**Met2 routing**

(2 px per um)
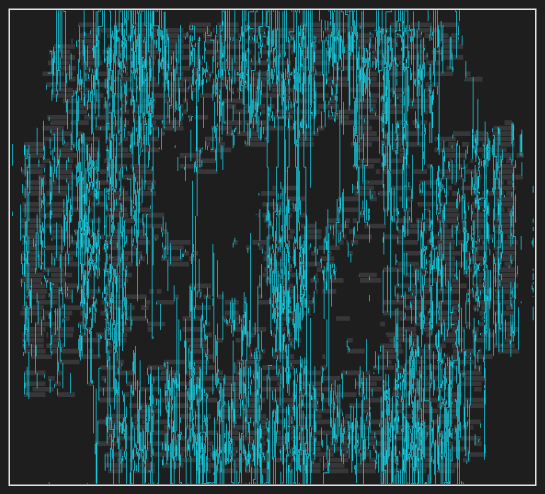
**Clock distribution**

(2 px per um)
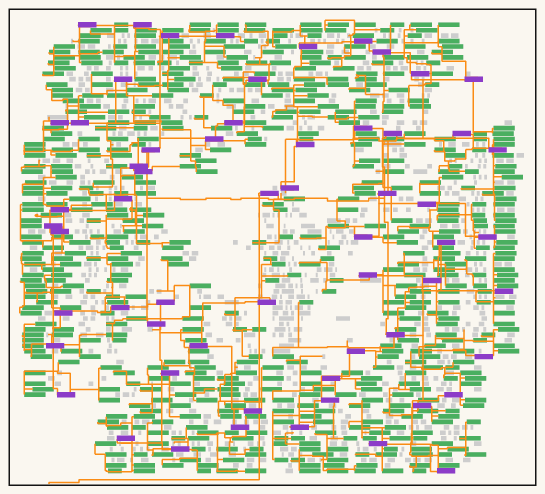
===== config.mk =====
export PLATFORM = sky130hd
export DESIGN_NAME = fu_wb_arb
export DESIGN_NICKNAME = d
export VERILOG_FILES = /design/src/rtl/fu_wb_arb.sv
export SDC_FILE = /design/constraint.sdc
export NUM_CORES = 1
export LEC_CHECK = 0
export CELL_PAD_IN_SITES_DETAIL_PLACEMENT = 1
export CELL_PAD_IN_SITES_GLOBAL_PLACEMENT = 2
export CORE_ASPECT_RATIO = 0.9
export CORE_MARGIN = 5
export CORE_UTILIZATION = 40
export DETAILED_ROUTE_END_ITERATION = 10
export DONT_BUFFER_PORTS = 1
export PLACE_DENSITY = 0.84
export SLEW_MARGIN = 20
export SYNTH_ARGS = -nofsm -noshare
export SYNTH_HDL_FRONTEND = slang
export SYNTH_SLANG_ARGS = --single-unit

===== constraint.sdc =====
create_clock -name clk -period 4.9 [get_ports clk]
set_input_delay 0.735 -clock clk [delete_from_list [all_inputs] [get_ports clk]]
set_output_delay 0.735 -clock clk [all_outputs]
set_load 0.03 [all_outputs]

===== src/rtl/fu_wb_arb.sv =====
// fu_wb_arb: writeback arbiter for the functional-unit cluster.
// Each of NUM_CH execution channels feeds a DEPTH-entry FIFO; one record per
// cycle is moved into a registered ready/valid writeback port towards the
// ROB/PRF. Issuing an exception record raises a sticky stall that
// back-pressures every channel until reset or flush.
// Optional macro FU_WB_ARB_AGE_EN: adds rob_head_i and replaces round-robin
// arbitration with oldest-first selection relative to the ROB head.
// Note: rstn is an active-high synchronous reset (asserted = 1).
module fu_wb_arb #(
    parameter int NUM_CH               = 3,
    parameter int DEPTH                = 2,
    parameter int XLEN                 = 64,
    parameter int ROB_INDEX_WIDTH      = 4,
    parameter int PHY_REG_ADDR_WIDTH   = 6,
    parameter int EXCEPTION_CODE_WIDTH = 4
) (
    input  logic                                   clk,
    input  logic                                   rstn,
    input  logic                                   flush,
    input  logic [NUM_CH-1:0]                      ch_valid_i,
    output logic [NUM_CH-1:0]                      ch_ready_o,
    input  logic [NUM_CH*ROB_INDEX_WIDTH-1:0]      ch_rob_index_i,
    input  logic [NUM_CH-1:0]                      ch_rd_we_i,
    input  logic [NUM_CH*PHY_REG_ADDR_WIDTH-1:0]   ch_rd_addr_i,
    input  logic [NUM_CH*XLEN-1:0]                 ch_data_i,
    input  logic [NUM_CH-1:0]                      ch_exc_valid_i,
    input  logic [NUM_CH*EXCEPTION_CODE_WIDTH-1:0] ch_ecause_i,
    output logic                                   wb_valid_o,
    input  logic                                   wb_ready_i,
    output logic [ROB_INDEX_WIDTH-1:0]             wb_rob_index_o,
    output logic                                   wb_rd_we_o,
    output logic [PHY_REG_ADDR_WIDTH-1:0]          wb_rd_addr_o,
    output logic [XLEN-1:0]                        wb_data_o,
    output logic                                   wb_exc_valid_o,
    output logic [EXCEPTION_CODE_WIDTH-1:0]        wb_ecause_o,
    output logic [$clog2(NUM_CH)-1:0]              wb_ch_o,
    output logic                                   exc_stall_o
`ifdef FU_WB_ARB_AGE_EN
    ,
    input  logic [ROB_INDEX_WIDTH-1:0]             rob_head_i
`endif
);

    localparam int RW   = ROB_INDEX_WIDTH;
    localparam int PW   = PHY_REG_ADDR_WIDTH;
    localparam int EW   = EXCEPTION_CODE_WIDTH;
    localparam int CW   = $clog2(NUM_CH);
    localparam int SW   = CW + 1;
    localparam int AW   = $clog2(DEPTH);
    localparam int CNTW = AW + 1;

    typedef struct packed {
        logic [RW-1:0]   rob;
        logic            we;
        logic [PW-1:0]   rd;
        logic [XLEN-1:0] data;
        logic            exc;
        logic [EW-1:0]   ecause;
    } rec_t;

    rec_t            mem        [NUM_CH][DEPTH];
    logic [AW-1:0]   wr_ptr     [NUM_CH];
    logic [AW-1:0]   rd_ptr     [NUM_CH];
    logic [CNTW-1:0] count      [NUM_CH];
    logic [CNTW-1:0] count_next [NUM_CH];
    rec_t            in_rec     [NUM_CH];
    rec_t            head_rec   [NUM_CH];

    logic [NUM_CH-1:0] enq;
    logic [NUM_CH-1:0] deq;
    logic [NUM_CH-1:0] nonempty;
    logic [NUM_CH-1:0] ready_next;
    logic [CW-1:0]     rr_ptr;
    logic [CW-1:0]     rr_next;
    logic [CW-1:0]     grant_ch;
    logic              grant_found;
    logic              take;
    logic              load;
    logic              exc_pending;
    logic              stall_next;
    rec_t              sel_rec;
`ifdef FU_WB_ARB_AGE_EN
    logic [RW-1:0]     age;
    logic [RW-1:0]     best_age;
`else
    logic [SW-1:0]     arb_raw;
    logic [SW-1:0]     arb_sum;
    logic [CW-1:0]     arb_idx;
`endif

    // Unpack channel inputs and expose FIFO head/occupancy per channel.
    always_comb begin
        for (int c = 0; c < NUM_CH; c++) begin
            in_rec[c].rob    = ch_rob_index_i[c*RW +: RW];
            in_rec[c].we     = ch_rd_we_i[c];
            in_rec[c].rd     = ch_rd_addr_i[c*PW +: PW];
            in_rec[c].data   = ch_data_i[c*XLEN +: XLEN];
            in_rec[c].exc    = ch_exc_valid_i[c];
            in_rec[c].ecause = ch_ecause_i[c*EW +: EW];
            head_rec[c]      = mem[c][rd_ptr[c]];
            nonempty[c]      = (count[c] != {CNTW{1'b0}});
            enq[c]           = ch_valid_i[c] & ch_ready_o[c];
        end
    end

`ifdef FU_WB_ARB_AGE_EN
    // Oldest-first selection: smallest distance from the ROB head, ties to lowest channel.
    always_comb begin
        grant_found = 1'b0;
        grant_ch    = {CW{1'b0}};
        best_age    = {RW{1'b0}};
        age         = {RW{1'b0}};
        take        = 1'b0;
        for (int i = 0; i < NUM_CH; i++) begin
            age         = head_rec[i].rob - rob_head_i;
            take        = nonempty[i] & (~grant_found | (age < best_age));
            grant_ch    = take ? CW'(i) : grant_ch;
            best_age    = take ? age : best_age;
            grant_found = grant_found | take;
        end
    end
`else
    // Round-robin selection: first non-empty channel scanning upward from rr_ptr.
    always_comb begin
        grant_found = 1'b0;
        grant_ch    = {CW{1'b0}};
        arb_raw     = {SW{1'b0}};
        arb_sum     = {SW{1'b0}};
        arb_idx     = {CW{1'b0}};
        take        = 1'b0;
        for (int i = 0; i < NUM_CH; i++) begin
            arb_raw     = {1'b0, rr_ptr} + SW'(i);
            arb_sum     = (arb_raw >= SW'(NUM_CH)) ? (arb_raw - SW'(NUM_CH)) : arb_raw;
            arb_idx     = arb_sum[CW-1:0];
            take        = ~grant_found & nonempty[arb_idx];
            grant_ch    = take ? arb_idx : grant_ch;
            grant_found = grant_found | take;
        end
    end
`endif

    // Output-register load decision, FIFO pops, next occupancy, ready and stall.
    always_comb begin
        exc_pending = wb_valid_o & wb_exc_valid_o;
        load        = (~wb_valid_o | wb_ready_i) & grant_found & ~exc_stall_o & ~exc_pending;
        stall_next  = exc_stall_o | exc_pending;
        sel_rec     = head_rec[grant_ch];
        for (int c = 0; c < NUM_CH; c++) begin
            deq[c]        = load & (grant_ch == CW'(c));
            count_next[c] = count[c] + CNTW'(enq[c]) - CNTW'(deq[c]);
            ready_next[c] = (count_next[c] != CNTW'(DEPTH)) & ~stall_next;
        end
`ifdef FU_WB_ARB_AGE_EN
        rr_next = {CW{1'b0}};
`else
        if (!load) begin
            rr_next = rr_ptr;
        end else if (grant_ch == CW'(NUM_CH - 1)) begin
            rr_next = {CW{1'b0}};
        end else begin
            rr_next = grant_ch + CW'(1);
        end
`endif
    end

    // FIFO storage writes; contents need no reset because pointers define validity.
    always_ff @(posedge clk) begin
        for (int c = 0; c < NUM_CH; c++) begin
            if (enq[c]) begin
                mem[c][wr_ptr[c]] <= in_rec[c];
            end
        end
    end

    // Control state, FIFO pointers and the registered writeback port.
    always_ff @(posedge clk) begin
        if (rstn || flush) begin
            for (int c = 0; c < NUM_CH; c++) begin
                wr_ptr[c] <= {AW{1'b0}};
                rd_ptr[c] <= {AW{1'b0}};
                count[c]  <= {CNTW{1'b0}};
            end
            ch_ready_o     <= {NUM_CH{1'b0}};
            exc_stall_o    <= 1'b0;
            rr_ptr         <= {CW{1'b0}};
            wb_valid_o     <= 1'b0;
            wb_rob_index_o <= {RW{1'b0}};
            wb_rd_we_o     <= 1'b0;
            wb_rd_addr_o   <= {PW{1'b0}};
            wb_data_o      <= {XLEN{1'b0}};
            wb_exc_valid_o <= 1'b0;
            wb_ecause_o    <= {EW{1'b0}};
            wb_ch_o        <= {CW{1'b0}};
        end else begin
            for (int c = 0; c < NUM_CH; c++) begin
                if (enq[c]) begin
                    wr_ptr[c] <= wr_ptr[c] + AW'(1);
                end
                if (deq[c]) begin
                    rd_ptr[c] <= rd_ptr[c] + AW'(1);
                end
                count[c] <= count_next[c];
            end
            ch_ready_o  <= ready_next;
            exc_stall_o <= stall_next;
            rr_ptr      <= rr_next;
            if (load) begin
                wb_valid_o     <= 1'b1;
                wb_rob_index_o <= sel_rec.rob;
                wb_rd_we_o     <= sel_rec.we & ~sel_rec.exc;
                wb_rd_addr_o   <= sel_rec.rd;
                wb_data_o      <= sel_rec.data;
                wb_exc_valid_o <= sel_rec.exc;
                wb_ecause_o    <= sel_rec.ecause;
                wb_ch_o        <= grant_ch;
            end else if (wb_ready_i) begin
                wb_valid_o <= 1'b0;
            end
        end
    end

endmodule


==> changes_impl.md <==
## Implementation

* Status: completed
* Clk slew on worst S/H paths at 0.06 ns
* Final min period at about 3.7 ns
* Detailed router's first-iteration violation count at 730
* Ys cells at approximately 1400
* Power Dens Cells at around 520 mW/mm^2
* Post-route ant nets at 0
* Post-CTS resize count at 0
* Crit-path max FO at around 51
* Core Footprint at 0.0569 mm^2
* Num rows at 83
* Worst path depth at 10
* Hold depth at 0
* Simple-Gate Fraction of Synth Area at 0.0124
* Max cap viols at 0
* Clk sinks at about 580
* Fp util at 0.403
* FILL cells at between 5000 and 6000
* Max layer used: met5
* Reg2reg setup slack at between 1 and 1.5 ns
* Crit path cell chain: inv_1, ha_1, nor2_1, a211o_1, nand3_4, o311ai_4, buf_4, buf_4, a21oi_1, a21oi_1
* Hold-fix buffers, CTS at 0
* Post-DP Area at roughly 0.024 mm^2
* CTS Buf Count at ~60
* Drt first pass iters at 5
* Log Warnings at 28
* MUX area fraction at 0.115
* Die Span X at between 200 and 300 um
* Worst Hold Launch: ch_data_i[75]
* Max clock buf depth at 3
* Worst path slowest cell: buf_4
* Nets@finish at approximately 1700
* Layout area overhead at 12.0%
* Gr usage total at 0.193
* Fmax at around 270 MHz
* Input/output buffers at 0
* Reg2reg end: wb_data_o[63]$_SDFFE_PP0P_
* CP bufs+invs at 3
* Gate Count Post-Synth at roughly 1400
* Drc violations at 0
* Via density at about 5.6
* Global-route wire length before repair at just over 90 mm
* Final instance area at approximately 0.026 mm^2
* Top logic family: AND-OR/OR-AND gates
* Top delay family on crit path: buffers and inverters
* Xor/xnor share at 0.00229
* Vias in the first global route at 13700
* R2R Path Start: rr_ptr[0]$_SDFFE_PP0P_
* Syn_nets at 1694
* Measured slew at the worst slew-check pin at around 1.1 ns
* Synthesized area at around 0.023 mm^2
* Clk root buf: clkbuf_16
* Drt wl/cell at about 27 um
* Max stage delay on crit path at approximately 0.63 ns
* Sequential Area at around 0.016 mm^2
* Aoi share at 0.120
* Register bit total from synthesis at slightly below 600
* Met3 WL post-DR at approximately 5.1 mm
* DR WL met2 at 30.4 mm
* Global route total overflow at 0
* Slack of the critical path at between 1 and 1.5 ns
* Yosys cell types at a little under 50
* I/O pin count at around 330
* Leakage at between 8 and 9 nW
* Dpl ws at around 1.1 ns
* Slew Viols, Final at 0
* Worst Hold End: mem[0][176]$_DFFE_PP_
* Seq share, synth at 0.719
* Post-CTS setup buffers at 0
* CTS tree: built
* CP Data Required Time at approximately 5.4 ns
* YS warnings at 0
* DIE AREA at approximately 0.062 mm^2
* HP Class: input port to flip-flop
* Met1 wire length at between 20 and 25 mm
* RSZ-0062 raised after global routing: no
* Final Hold Viols at 0
* Cycle use final at 0.765
* Crit Path Class: flip-flop to flip-flop
* M1 GR Usage at 0.230
* Layout cell share with drive strength beyond 1 at 0.230
* Initial antenna violation count at 7
* FA/HA/MAJ Cells, Area Fraction at 0.00491
* H-Tree Depth at 2
* Sum Neg Setup Slack at 0 ns
* Synthesized area per cell at 16.0 um^2
Back to the opening pictures, 'met2 routing':
main direction: vertical
wire length on this layer: 30.4 mm
via count: 12500
met2 usage: 0.327
final WL: 61.6 mm

Back to the opening pictures, 'clock distribution':
[clock drivers] purple | count: 60
[clock wires] orange | length: 7190 um
[flip-flops] green | count: 581
flops lie: spread over the die
routed clock nets: 61
Clock Latency Late Sink: 0.60 ns
P_clk: 0.00444 W
Clock Skew: 0.00883 ns
Clock power frac: 0.335

per-stage QoR:
step | total power, W | utilization | cells | hold slack (ns)
6_report | 0.0133 | 0.451 | 2246 | 0.219
5_1_grt | 0.0139 | 0.451 | 2240 | 0.166
4_1_cts | 0.0134 | 0.451 | 2236 | 0.168
3_5_place_dp | 0.00896 | 0.417 | 2122 | 0.479
3_3_place_gp | 0.00884 | 0.417 | 2121 | 0.477
2_1_floorplan | 0.00818 | - | 1438 | 0.454
worst max-delay path by stage:
| stage | to | slack [ns] | start |
|---|---|---|---|
| global placement | ch_ready_o[0]$_SDFF_PP0_ | 1.32 | rr_ptr[0]$_SDFFE_PP0P_ |
| CTS | ch_ready_o[2]$_SDFF_PP0_ | 1.08 | rr_ptr[0]$_SDFFE_PP0P_ |
| finish | wb_data_o[63]$_SDFFE_PP0P_ | 1.15 | rr_ptr[0]$_SDFFE_PP0P_ |
| global route | wb_data_o[63]$_SDFFE_PP0P_ | 0.91 | rr_ptr[0]$_SDFFE_PP0P_ |
| detailed placement | ch_ready_o[2]$_SDFF_PP0_ | 1.10 | rr_ptr[0]$_SDFFE_PP0P_ |
| floorplan | mem[0][100]$_DFFE_PP_ | 0.22 | ch_valid_i[0] |
report_power, final:
group          total (W)  leakage [nW]  internal [W]  switching, W
clock            0.00444         0.917       0.00254       0.00190
combinational    0.00250          2.04      0.000848       0.00166
sequential       0.00632          5.20       0.00572      0.000596
area by class of cell:
type / count / share of cell area
Antenna cell: 10 / 0.000974
Clock buffer: 90 / 0.0672
Clock inverter: 24 / 0.00774
Inverter: 14 / 0.00205
Multi-Input combinational cell: 732 / 0.232
Sequential cell: 581 / 0.642
Tap cell: 765 / 0.0373
Timing Repair Buffer: 30 / 0.0112
synthesized netlist by cell type (all sizes together):
library cell | number | area share
buf | 37 | 0.012
a21o | 1 | 0.00033
o21ba | 1 | 0.00044
clkbuf | 74 | 0.012
nand2 | 12 | 0.0020
mux2 | 158 | 0.078
nand3 | 4 | 0.0011
o221a | 1 | 0.00049
a211oi | 3 | 0.0014
a211o | 3 | 0.0012
mux2i | 86 | 0.038
and2 | 4 | 0.0011
and3 | 4 | 0.0011
xor2 | 3 | 0.0011
ha | 9 | 0.0049
o41ai | 1 | 0.00071
nor4b | 1 | 0.00038
nor3b | 1 | 0.00082
o211ai | 157 | 0.051
a21oi | 160 | 0.041
edfxtp | 486 | 0.64
o311ai | 1 | 0.00071
inv | 14 | 0.0023
o311a | 1 | 0.00093
xnor2 | 3 | 0.0011
or2 | 1 | 0.00027
nor2 | 20 | 0.0034
nand2b | 2 | 0.00055
or3b | 1 | 0.00038
dfxtp | 95 | 0.083
a31oi | 1 | 0.00055
o31ai | 2 | 0.00065
nor3 | 4 | 0.0014
a221oi | 1 | 0.00065
o21ai | 82 | 0.018
o21a | 4 | 0.0013
kinds of logic (layout without fill, tap and decap cells):
kind of cell	count (synthesis)	after routing
xor gates and xnor gates	6	6
muxes	244	244
and+or+nand+nor	54	54
buffers and inverters	125	158
DFF	581	581
adders and majority gates	9	9
other	0	10
AOI/OAI and AO/OA	419	419
Power and IR drop assume default switching activity.
